**src/rtl/score_pkg.sv**
```systemverilog
// Shared types and constants for the goose-run score engine.
package score_pkg;
  typedef enum logic [1:0] {
    IDLE = 2'd0,
    RUN  = 2'd1,
    OVER = 2'd2
  } state_t;

  localparam int         BCD_W        = 4;
  localparam logic [3:0] BCD_MAX      = 4'd9;
  localparam int         BLINK_PERIOD = 32;
endpackage

```
**src/rtl/score_keeper_bcd_digit.sv**
```systemverilog
// One BCD digit of the score. carry_out flags "this digit is at 9", so an
// increment reaching it ripples on; the parent gates the chain with it.
module bcd_digit
  import score_pkg::*;
(
  input  logic             clk,
  input  logic             reset,
  input  logic             clr,
  input  logic             inc,
  output logic [BCD_W-1:0] value,
  output logic             carry_out
);
  assign carry_out = (value == BCD_MAX);

  always_ff @(posedge clk) begin
    if (reset || clr) begin
      value <= '0;
    end else if (inc) begin
      value <= carry_out ? '0 : value + 4'd1;
    end
  end
endmodule

```
**src/rtl/score_keeper.sv**
```systemverilog
// Goose-run score engine: BCD score, session high score, speed level.
// Build option: define SCORE_BLINK_EN to blink the score digits in OVER.
module score_keeper
  import score_pkg::*;
#(
  parameter int DIGITS    = 4,
  parameter int TICK_DIV  = 6,
  parameter int MAX_LEVEL = 15
) (
  input  logic                  clk,
  input  logic                  reset,
  input  logic                  frame_tick,
  input  logic                  start,
  input  logic                  collide,
  output logic [4*DIGITS-1:0]   score_bcd,
  output logic [4*DIGITS-1:0]   hi_bcd,
  output logic [3:0]            level,
  output logic                  running,
  output logic                  game_over,
  output logic                  point_pulse,
  output logic                  score_visible
);
  localparam int DIV_W = (TICK_DIV > 1) ? $clog2(TICK_DIV) : 1;

  state_t            state, next_state;
  logic [DIV_W-1:0]  div;
  logic [DIGITS-1:0] carry;
  logic [DIGITS-1:0] inc_chain;
  logic              new_run, end_run, tick_due, saturated, score_inc, tens_carry;

  always_ff @(posedge clk) begin
    if (reset) state <= IDLE;
    else       state <= next_state;
  end

  always_comb begin
    next_state = state;
    case (state)
      IDLE:    if (start)   next_state = RUN;
      RUN:     if (collide) next_state = OVER;
      OVER:    if (start)   next_state = RUN;
      default:              next_state = IDLE;
    endcase
  end

  // Collide beats a same-cycle qualifying tick, so the final score is frozen.
  always_comb begin
    running   = (state == RUN);
    game_over = (state == OVER);
    new_run   = start && (state == IDLE || state == OVER);
    end_run   = (state == RUN) && collide;
    tick_due  = (state == RUN) && frame_tick && (div == DIV_W'(TICK_DIV - 1));
    score_inc = tick_due && !collide && !saturated;
  end

  assign saturated    = &carry;
  assign inc_chain[0] = score_inc;
  assign tens_carry   = inc_chain[1] && carry[1];

  for (genvar g = 0; g < DIGITS; g++) begin : g_digit
    bcd_digit u_digit (
      .clk       (clk),
      .reset     (reset),
      .clr       (new_run),
      .inc       (inc_chain[g]),
      .value     (score_bcd[g*BCD_W +: BCD_W]),
      .carry_out (carry[g])
    );
    if (g < DIGITS - 1) begin : g_chain
      assign inc_chain[g+1] = inc_chain[g] && carry[g];
    end
  end

  always_ff @(posedge clk) begin
    if (reset || new_run) begin
      div <= '0;
    end else if (state == RUN && frame_tick) begin
      div <= tick_due ? '0 : div + 1'b1;
    end
  end

  always_ff @(posedge clk) begin
    if (reset || new_run) begin
      level <= '0;
    end else if (tens_carry && level != 4'(MAX_LEVEL)) begin
      level <= level + 4'd1;
    end
  end

  always_ff @(posedge clk) begin
    if (reset) point_pulse <= 1'b0;
    else       point_pulse <= score_inc;
  end

  always_ff @(posedge clk) begin
    if (reset) begin
      hi_bcd <= '0;
    end else if (end_run && score_bcd > hi_bcd) begin
      hi_bcd <= score_bcd;
    end
  end

`ifdef SCORE_BLINK_EN
  localparam int BLINK_W = $clog2(BLINK_PERIOD);
  logic [BLINK_W-1:0] blink_cnt;
  logic               blink_vis;

  always_ff @(posedge clk) begin
    if (reset || end_run) begin
      blink_cnt <= '0;
      blink_vis <= 1'b1;
    end else if (state == OVER && frame_tick) begin
      blink_cnt <= blink_cnt + 1'b1;
      if (blink_cnt == BLINK_W'(BLINK_PERIOD - 1)) blink_vis <= ~blink_vis;
    end
  end

  assign score_visible = (state != OVER) || blink_vis;
`else
  assign score_visible = 1'b1;
`endif
endmodule

```
**config.mk**
```make
export PLATFORM = sky130hd
export DESIGN_NAME = score_keeper
export DESIGN_NICKNAME = d
export VERILOG_FILES = /design/src/rtl/score_pkg.sv /design/src/rtl/score_keeper_bcd_digit.sv /design/src/rtl/score_keeper.sv
export SDC_FILE = /design/constraint.sdc
export NUM_CORES = 1
export LEC_CHECK = 0
export ABC_AREA = 1
export CAP_MARGIN = 20
export CORE_MARGIN = 10
export CORE_UTILIZATION = 35
export DETAILED_ROUTE_END_ITERATION = 12
export SYNTH_ARGS = -nofsm -noshare
export SYNTH_HDL_FRONTEND = slang
export SYNTH_SLANG_ARGS = --single-unit
export TNS_END_PERCENT = 50
```
**constraint.sdc**
```tcl
create_clock -name clk -period 2.23 [get_ports clk]
set_clock_uncertainty 0.15 [all_clocks]
set_input_delay 0.669 -clock clk [delete_from_list [all_inputs] [get_ports clk]]
set_output_delay 0.669 -clock clk [all_outputs]
set_load 0.005 [all_outputs]
```
Figure 1. Placed cells, one colour a class.
Fill, decap, tap and diode cells in grey.
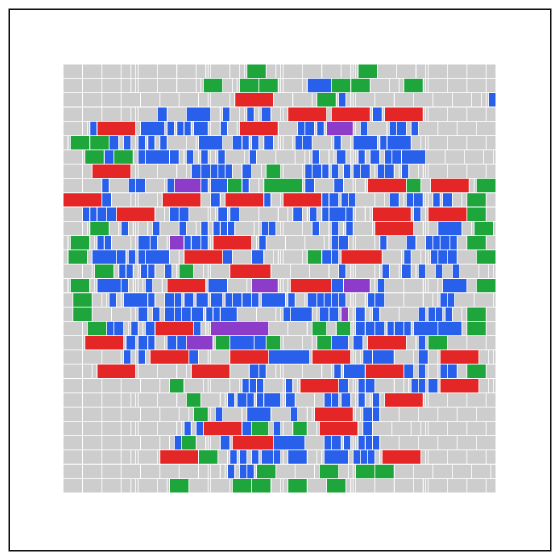
legend:
  clock drivers and dummy loads:
    colour: purple
    cells: 8
  combinational and other logic:
    colour: blue
    cells: 298
  sequential cells:
    colour: red
    cells: 42
  remaining buffers and delay cells:
    colour: green
    cells: 59

Figure 2. I/O nets highlighted.
Scale bar: 20 um.
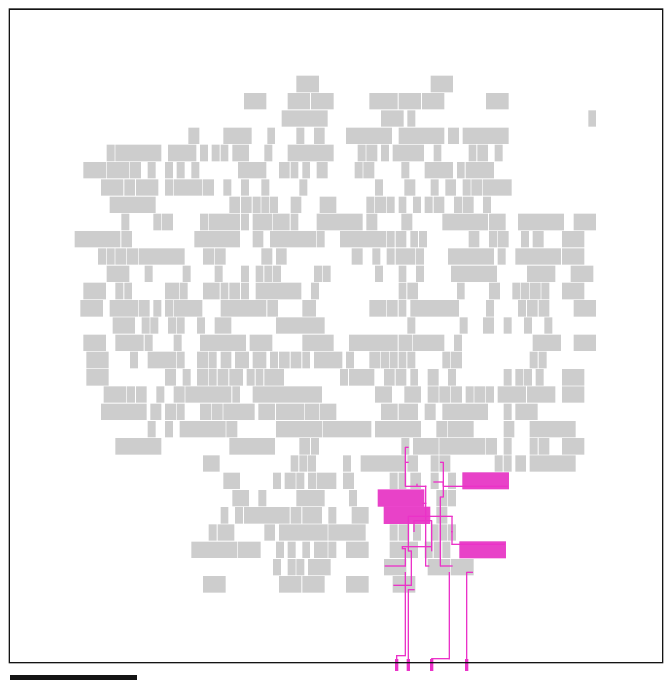
legend:
  level:
    colour: magenta
    bits: 4
    direction: output
    edge: bottom
    end_cells: 4
    buffers: 4
    wire: 168 um

Figure 3. Floorplan with the power grid.
Scale bar: 20 um. Pins as bars on the die edge. Tap cells in grey.
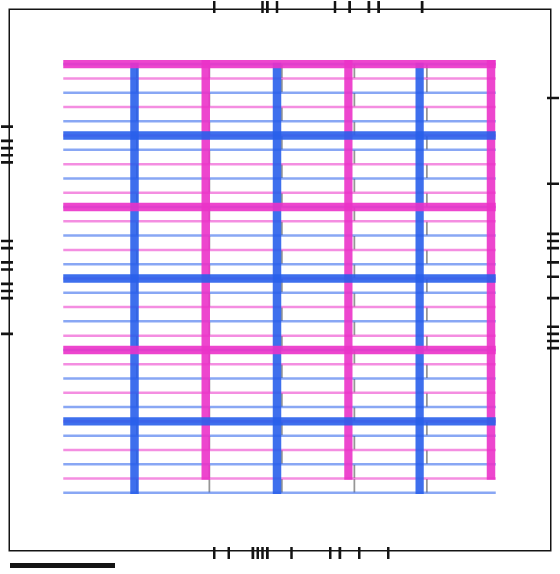
legend:
  VSS:
    colour: blue
  VDD:
    colour: magenta
met4 straps: 6
rows: 30
tap cells: 80
vertical die dimension: 103 um
Horiz. Die Dim: 103 um
IR Drop Worst-Case VDD: 1100 uV
Core Area: 6720 sq um

Figure 4. Cell outlines without signal wires.
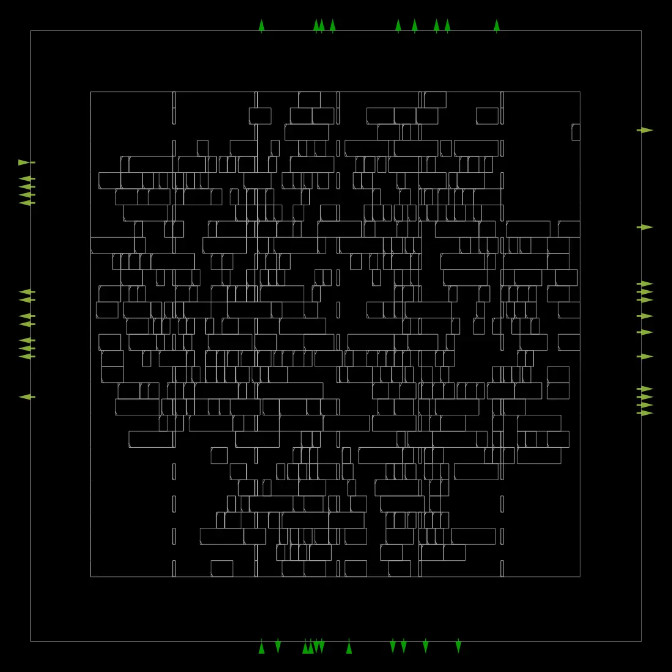
post-route insts no fill: 487
Seq area share: 0.270

Figure 5. Routed metal per tile.
The die is cut into 21 by 21 equal tiles; dark blue is low, red is high, scaled to the fullest tile. Values are wire area over tile area, all layers added.
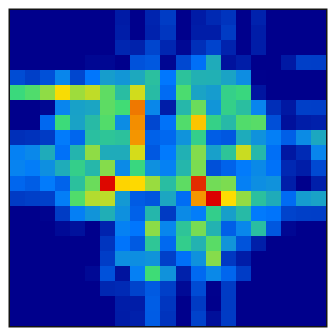
fullest tile: 0.47
densest ninth of the die: centre
mean over tiles: 0.092
tiles over half the peak: 10%
emptiest ninth of the die: lower left

==> out/metrics.csv <==
metric,value,unit
logic_area,1320,sq um
clock_power,0.610,mW
hold_class,reg -> reg,
final-setup-viol-count,0,
syn-num-nets,374,
drv_cap,0,
clock_cell_share_of_area,0.0351,
cts.sinks,42,
pre_cts_ws,-0.0689,ns
critical_path.max_stage_delay,0.53,ns
grt-busiest-layer,met2,
sum_of_met3_wire_segment_lengths_after_detailed_routing,421,um
fmax,0.467,GHz
setup_repair_after_global_routing_missed_its_margin,no,
chip_area_line_of_the_yosys_report,2400,sq um
yosys.area_share.adder,0.0991,
dr_total_vias,2351,
post-route-min-period,2.14,ns
switching_component_of_the_power,1.19,mW
timing.final.max_slew_violations,0,
p_clk_frac,0.208,
synth_top_area_share,0.351,
rr_startpoint,hi_bcd[7]$_SDFFE_PP0P_,
comb_power,1.44,mW
inverters,52,
cpLargestDelayFamily,buffers and inverters,
outcome,completed,
worstSetupEndpoint,game_over,
hold_viol,0,
synthFlopType,sky130_fd_sc_hd__dfxtp_1,
yosys.area.top_type,sky130_fd_sc_hd__dfxtp_1,
sequentialPower,0.876,mW
post-route-period-util,0.960,
min_to,level[1]$_SDFFE_PP0P_,
combAreaFraction,0.421,
cp.arrival,1.32,ns
comb.multi_input.count,246,
ant_nets_after_route,0,
clkbuf_count,6,
criticalPathCategory,reg -> out,
setup_crit_end_kind,primary output,
hpwlAfterDp,4590,um
groute.layer.met2.usage,0.199,
aoi_share,0.128,
portBuffers,43,
nonClockBufferCount,59,
avgViaCountPerCell,4.83,
timing.reg2reg.setup_slack,0.32,ns
synthCells,350,
detailed_route_wire_length,6010,um
grt_start_max_net_pins,33,
yosys.cell_count.top_type,sky130_fd_sc_hd__nand2_1,
seq_cells,42,
regArea,846,sq um
io_pins,45,
number_of_distinct_library_cell_variants_in_the_gate_level_netlist_after_synthesis,27,
powerDensity,935,nW/um^2
layout_top_registers,"g_digit.u_digit.value (16), hi_bcd (16), level (4)",
grt_antenna_before_repair,0,
cp.required,1.41,ns
leakagePower,1.24,nW
Power and IR drop assume default switching activity.
